Figure 1. Metal 1.
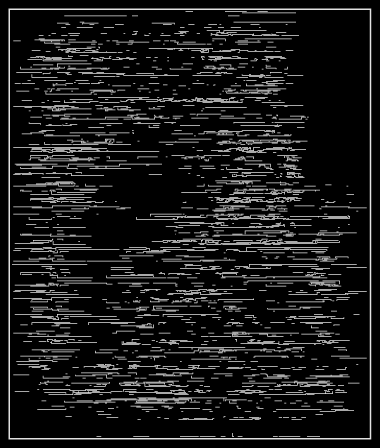
Figure 2. The metal 2 layer.
Scale bar: 20 µm.
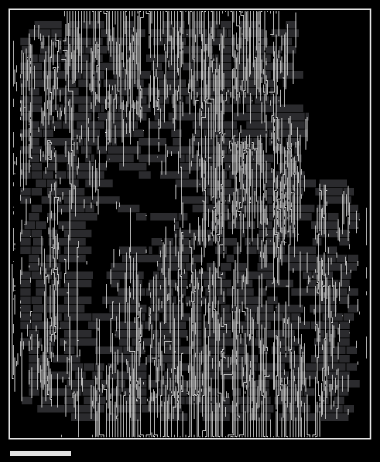
Figure 3. Signal wires on met3.
Scale bar: 20 µm.
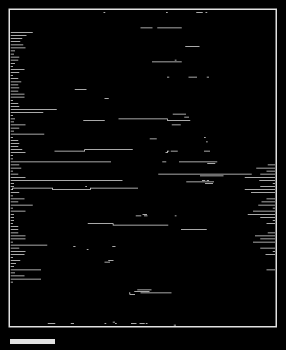
**src/rtl/mem_port_arbiter.sv**
```systemverilog
// -----------------------------------------------------------------------------
// mem_port_arbiter
//
// Serialises the MIPS core's instruction-fetch and load/store requests onto a
// single unified memory port with variable-latency completion (mem_ready).
// A combinational stall freezes the core while either requester is waiting.
// A wait-state counter aborts an access that never completes, returning
// ERR_DATA and setting a sticky bus error.
//
// Ports
//   clk        : single clock, all state on the rising edge
//   reset      : asynchronous, active-low reset
//   if_req     : fetch request, held with if_addr until if_ack
//   if_addr    : fetch address
//   if_rdata   : fetched word, valid with if_ack, held until the next if_ack
//   if_ack     : one-cycle fetch completion pulse
//   dm_req     : data request, held with dm_we/dm_addr/dm_wdata until dm_ack
//   dm_we      : 1 = store, 0 = load
//   dm_addr    : data address
//   dm_wdata   : store data
//   dm_rdata   : load data (0 on store), valid with dm_ack, held until next dm_ack
//   dm_ack     : one-cycle data completion pulse
//   mem_req    : memory strobe, held until mem_ready or abort
//   mem_we     : memory write enable (0 for fetch)
//   mem_addr   : registered memory address
//   mem_wdata  : registered store data (0 for fetch)
//   mem_rdata  : memory read data, sampled with mem_ready
//   mem_ready  : memory completion, only meaningful while mem_req is high
//   cpu_stall  : high while any request is outstanding and not yet acked
//   bus_err    : sticky timeout flag, cleared only by reset
// -----------------------------------------------------------------------------
module mem_port_arbiter #(
  parameter int                ADDR_W   = 32,
  parameter int                DATA_W   = 32,
  parameter int                TIMEOUT  = 255,
  parameter logic [DATA_W-1:0] ERR_DATA = 32'hDEADBEEF
) (
  input  logic              clk,
  input  logic              reset,
  input  logic              if_req,
  input  logic [ADDR_W-1:0] if_addr,
  output logic [DATA_W-1:0] if_rdata,
  output logic              if_ack,
  input  logic              dm_req,
  input  logic              dm_we,
  input  logic [ADDR_W-1:0] dm_addr,
  input  logic [DATA_W-1:0] dm_wdata,
  output logic [DATA_W-1:0] dm_rdata,
  output logic              dm_ack,
  output logic              mem_req,
  output logic              mem_we,
  output logic [ADDR_W-1:0] mem_addr,
  output logic [DATA_W-1:0] mem_wdata,
  input  logic [DATA_W-1:0] mem_rdata,
  input  logic              mem_ready,
  output logic              cpu_stall,
  output logic              bus_err
);

  typedef enum logic [1:0] {
    S_IDLE    = 2'd0,
    S_IF_BUSY = 2'd1,
    S_DM_BUSY = 2'd2
  } state_e;

  localparam logic        GRANT_IF  = 1'b0;
  localparam logic        GRANT_DM  = 1'b1;
  localparam logic [15:0] TIMEOUT_C = 16'(TIMEOUT);

  state_e              state_q, state_d;
  logic [15:0]         cnt_q, cnt_d;
  logic                last_grant_q, last_grant_d;
  logic                mem_req_q, mem_req_d;
  logic                mem_we_q, mem_we_d;
  logic [ADDR_W-1:0]   mem_addr_q, mem_addr_d;
  logic [DATA_W-1:0]   mem_wdata_q, mem_wdata_d;
  logic [DATA_W-1:0]   if_rdata_q, if_rdata_d;
  logic                if_ack_q, if_ack_d;
  logic [DATA_W-1:0]   dm_rdata_q, dm_rdata_d;
  logic                dm_ack_q, dm_ack_d;
  logic                bus_err_q, bus_err_d;

  logic                if_eff_s, dm_eff_s;
  logic                grant_if_s, grant_dm_s;
  logic                timeout_s;

  // A requester still shows req during its ack cycle, so mask it out there.
  assign if_eff_s  = if_req & ~if_ack_q;
  assign dm_eff_s  = dm_req & ~dm_ack_q;

  // mem_ready wins when it coincides with the final wait cycle.
  assign timeout_s = (cnt_q == TIMEOUT_C) & ~mem_ready;

  // Round-robin grant decision for the IDLE state.
  always_comb begin
    grant_if_s = 1'b0;
    grant_dm_s = 1'b0;
    if (if_eff_s && dm_eff_s) begin
      if (last_grant_q == GRANT_DM) begin
        grant_if_s = 1'b1;
      end else begin
        grant_dm_s = 1'b1;
      end
    end else begin
      grant_if_s = if_eff_s;
      grant_dm_s = dm_eff_s;
    end
  end

  // State register.
  always_ff @(posedge clk or negedge reset) begin
    if (!reset) begin
      state_q <= S_IDLE;
    end else begin
      state_q <= state_d;
    end
  end

  // Next-state logic.
  always_comb begin
    state_d = state_q;
    case (state_q)
      S_IDLE: begin
        if (grant_if_s) begin
          state_d = S_IF_BUSY;
        end else if (grant_dm_s) begin
          state_d = S_DM_BUSY;
        end else begin
          state_d = S_IDLE;
        end
      end
      S_IF_BUSY, S_DM_BUSY: begin
        if (mem_ready || timeout_s) begin
          state_d = S_IDLE;
        end else begin
          state_d = state_q;
        end
      end
      default: state_d = S_IDLE;
    endcase
  end

  // Output / datapath next values; everything not touched holds its value.
  always_comb begin
    cnt_d        = cnt_q;
    last_grant_d = last_grant_q;
    mem_req_d    = mem_req_q;
    mem_we_d     = mem_we_q;
    mem_addr_d   = mem_addr_q;
    mem_wdata_d  = mem_wdata_q;
    if_rdata_d   = if_rdata_q;
    if_ack_d     = 1'b0;
    dm_rdata_d   = dm_rdata_q;
    dm_ack_d     = 1'b0;
    bus_err_d    = bus_err_q;
    case (state_q)
      S_IDLE: begin
        if (grant_if_s) begin
          mem_req_d    = 1'b1;
          mem_we_d     = 1'b0;
          mem_addr_d   = if_addr;
          mem_wdata_d  = {DATA_W{1'b0}};
          cnt_d        = 16'd0;
          last_grant_d = GRANT_IF;
        end else if (grant_dm_s) begin
          mem_req_d    = 1'b1;
          mem_we_d     = dm_we;
          mem_addr_d   = dm_addr;
          mem_wdata_d  = dm_wdata;
          cnt_d        = 16'd0;
          last_grant_d = GRANT_DM;
        end else begin
          mem_req_d    = 1'b0;
        end
      end
      S_IF_BUSY: begin
        if (mem_ready) begin
          mem_req_d  = 1'b0;
          if_rdata_d = mem_rdata;
          if_ack_d   = 1'b1;
        end else if (timeout_s) begin
          mem_req_d  = 1'b0;
          if_rdata_d = ERR_DATA;
          if_ack_d   = 1'b1;
          bus_err_d  = 1'b1;
        end else begin
          cnt_d      = cnt_q + 16'd1;
        end
      end
      S_DM_BUSY: begin
        if (mem_ready) begin
          mem_req_d  = 1'b0;
          // Stores acknowledge with zero rather than whatever the bus returns.
          dm_rdata_d = mem_we_q ? {DATA_W{1'b0}} : mem_rdata;
          dm_ack_d   = 1'b1;
        end else if (timeout_s) begin
          mem_req_d  = 1'b0;
          dm_rdata_d = ERR_DATA;
          dm_ack_d   = 1'b1;
          bus_err_d  = 1'b1;
        end else begin
          cnt_d      = cnt_q + 16'd1;
        end
      end
      default: begin
        mem_req_d = 1'b0;
      end
    endcase
  end

  // Datapath and output registers.
  always_ff @(posedge clk or negedge reset) begin
    if (!reset) begin
      cnt_q        <= 16'd0;
      last_grant_q <= GRANT_DM;
      mem_req_q    <= 1'b0;
      mem_we_q     <= 1'b0;
      mem_addr_q   <= {ADDR_W{1'b0}};
      mem_wdata_q  <= {DATA_W{1'b0}};
      if_rdata_q   <= {DATA_W{1'b0}};
      if_ack_q     <= 1'b0;
      dm_rdata_q   <= {DATA_W{1'b0}};
      dm_ack_q     <= 1'b0;
      bus_err_q    <= 1'b0;
    end else begin
      cnt_q        <= cnt_d;
      last_grant_q <= last_grant_d;
      mem_req_q    <= mem_req_d;
      mem_we_q     <= mem_we_d;
      mem_addr_q   <= mem_addr_d;
      mem_wdata_q  <= mem_wdata_d;
      if_rdata_q   <= if_rdata_d;
      if_ack_q     <= if_ack_d;
      dm_rdata_q   <= dm_rdata_d;
      dm_ack_q     <= dm_ack_d;
      bus_err_q    <= bus_err_d;
    end
  end

  assign mem_req   = mem_req_q;
  assign mem_we    = mem_we_q;
  assign mem_addr  = mem_addr_q;
  assign mem_wdata = mem_wdata_q;
  assign if_rdata  = if_rdata_q;
  assign if_ack    = if_ack_q;
  assign dm_rdata  = dm_rdata_q;
  assign dm_ack    = dm_ack_q;
  assign bus_err   = bus_err_q;
  assign cpu_stall = (if_req & ~if_ack_q) | (dm_req & ~dm_ack_q);

endmodule
```
**config.mk**
```make
export PLATFORM = sky130hd
export DESIGN_NAME = mem_port_arbiter
export DESIGN_NICKNAME = d
export VERILOG_FILES = /design/src/rtl/mem_port_arbiter.sv
export SDC_FILE = /design/constraint.sdc
export NUM_CORES = 1
export LEC_CHECK = 0
export CORE_ASPECT_RATIO = 1.2
export CORE_MARGIN = 3
export CORE_UTILIZATION = 43
export DETAILED_ROUTE_END_ITERATION = 8
export PLACE_DENSITY = 0.81
export SETUP_SLACK_MARGIN = 0.15
export SYNTH_ARGS = -nofsm -noshare
export SYNTH_HDL_FRONTEND = slang
export SYNTH_SLANG_ARGS = --single-unit
```
**constraint.sdc**
```tcl
create_clock -name clk -period 2.8 [get_ports clk]
set_input_delay 0.56 -clock clk [delete_from_list [all_inputs] [get_ports clk]]
set_output_delay 0.56 -clock clk [all_outputs]
set_load 0.02 [all_outputs]
```
==> results.json <==
{
  "status": "finished, final reports clean",
  "cts.path.max_buffers": 2,
  "syn_area_per_cell_um2": 11.9,
  "seq_area_share_pct": 38.7,
  "fp_nets": 673,
  "final-clk-cell-share_pct": 5.90,
  "syn_inst": 535,
  "lay_top_cells": "clkdlybuf4s50_1 (266), dfrtp_1 (151), nand2_1 (52)",
  "clkbuf_count": 18,
  "cts_buffers": 17,
  "die_h_um": 139,
  "ant_nets": 0,
  "slew_headroom_pct": 55.7,
  "ff_type": "dfrtp_1",
  "cpMaxStageDelayCell": "clkdlybuf4s50_1",
  "cp_common_cell": "clkdlybuf4s50_1",
  "arrival_ps": 1920,
  "cts_resized": 0,
  "rsz0062_at_grt": "false",
  "grt_max_degree": 71,
  "p_leak_nw": 4.12,
  "initCoreUtil_pct": 44.1,
  "fin_skew_ps": 16.6,
  "synth.distinct_cells": 49,
  "synth.cell_area_mm2": 0.00638,
  "place_congestion": 0.866,
  "grt_pass1_vias": 5459,
  "critPathCaptureType": "output port",
  "buffers_excl_clock": 279,
  "reg2reg_slack_ps": 570,
  "endpoint": "cpu_stall",
  "critical_path.startpoint": "if_req",
  "path_cells": "clkdlybuf4s50_1 -> nand2b_1 -> nand2_1 -> clkdlybuf4s50_1",
  "placed_area_mm2": 0.00925,
  "place_ws_ps": 314,
  "path_delay_family": "buffers and inverters",
  "taps": 200,
  "buf_share_pct": 28.7,
  "wl_per_cell_um": 18.5,
  "synth-seq-cells": 152,
  "die_area_mm2": 0.0163,
  "final_cells": 1011,
  "r2r_cells": 6,
  "ys_sh_xor_pct": 0
}
Back to the opening pictures, Figure 1:
wire length on this layer: 7100 µm
longest straight run: 29.0 µm
main direction: horizontal
final WL: 18800 µm
routed via count: 5277
met1 Usage GRT: 27.7%

Back to the opening pictures, Figure 2:
nets with wire on the layer: 838
main direction: vertical
longest straight run: 44.7 µm
wire length on this layer: 10100 µm
share of all routed wire: 54%

Back to the opening pictures, Figure 3:
main direction: horizontal
longest straight run: 49.0 µm
nets with wire on the layer: 145
wire length on this layer: 972 µm
share of all routed wire: 5.2%

## power breakdown
part / internal (W) / total, W / leakage, nW / switching (W)
clock network: 0.00127 / 0.00224 / 0.281 / 0.000975
registers: 0.00315 / 0.00372 / 1.87 / 0.000573
logic: 0.00271 / 0.00563 / 1.97 / 0.00292
total: 0.00712 / 0.0116 / 4.12 / 0.00447
## per-layer routing
| layer | share of wire, % | GRT usage [%] | vias up |
|---|---|---|---|
| met5 | 0 | 0 | - |
| met4 | 3.4 | 9.60 | 0 |
| met3 | 5.2 | 4.70 | 37 |
| met2 | 54 | 40.2 | 198 |
| met1 | 38 | 27.7 | 2571 |
| li1 | - | - | 2471 |
Power is estimated from default activity; no workload was simulated.
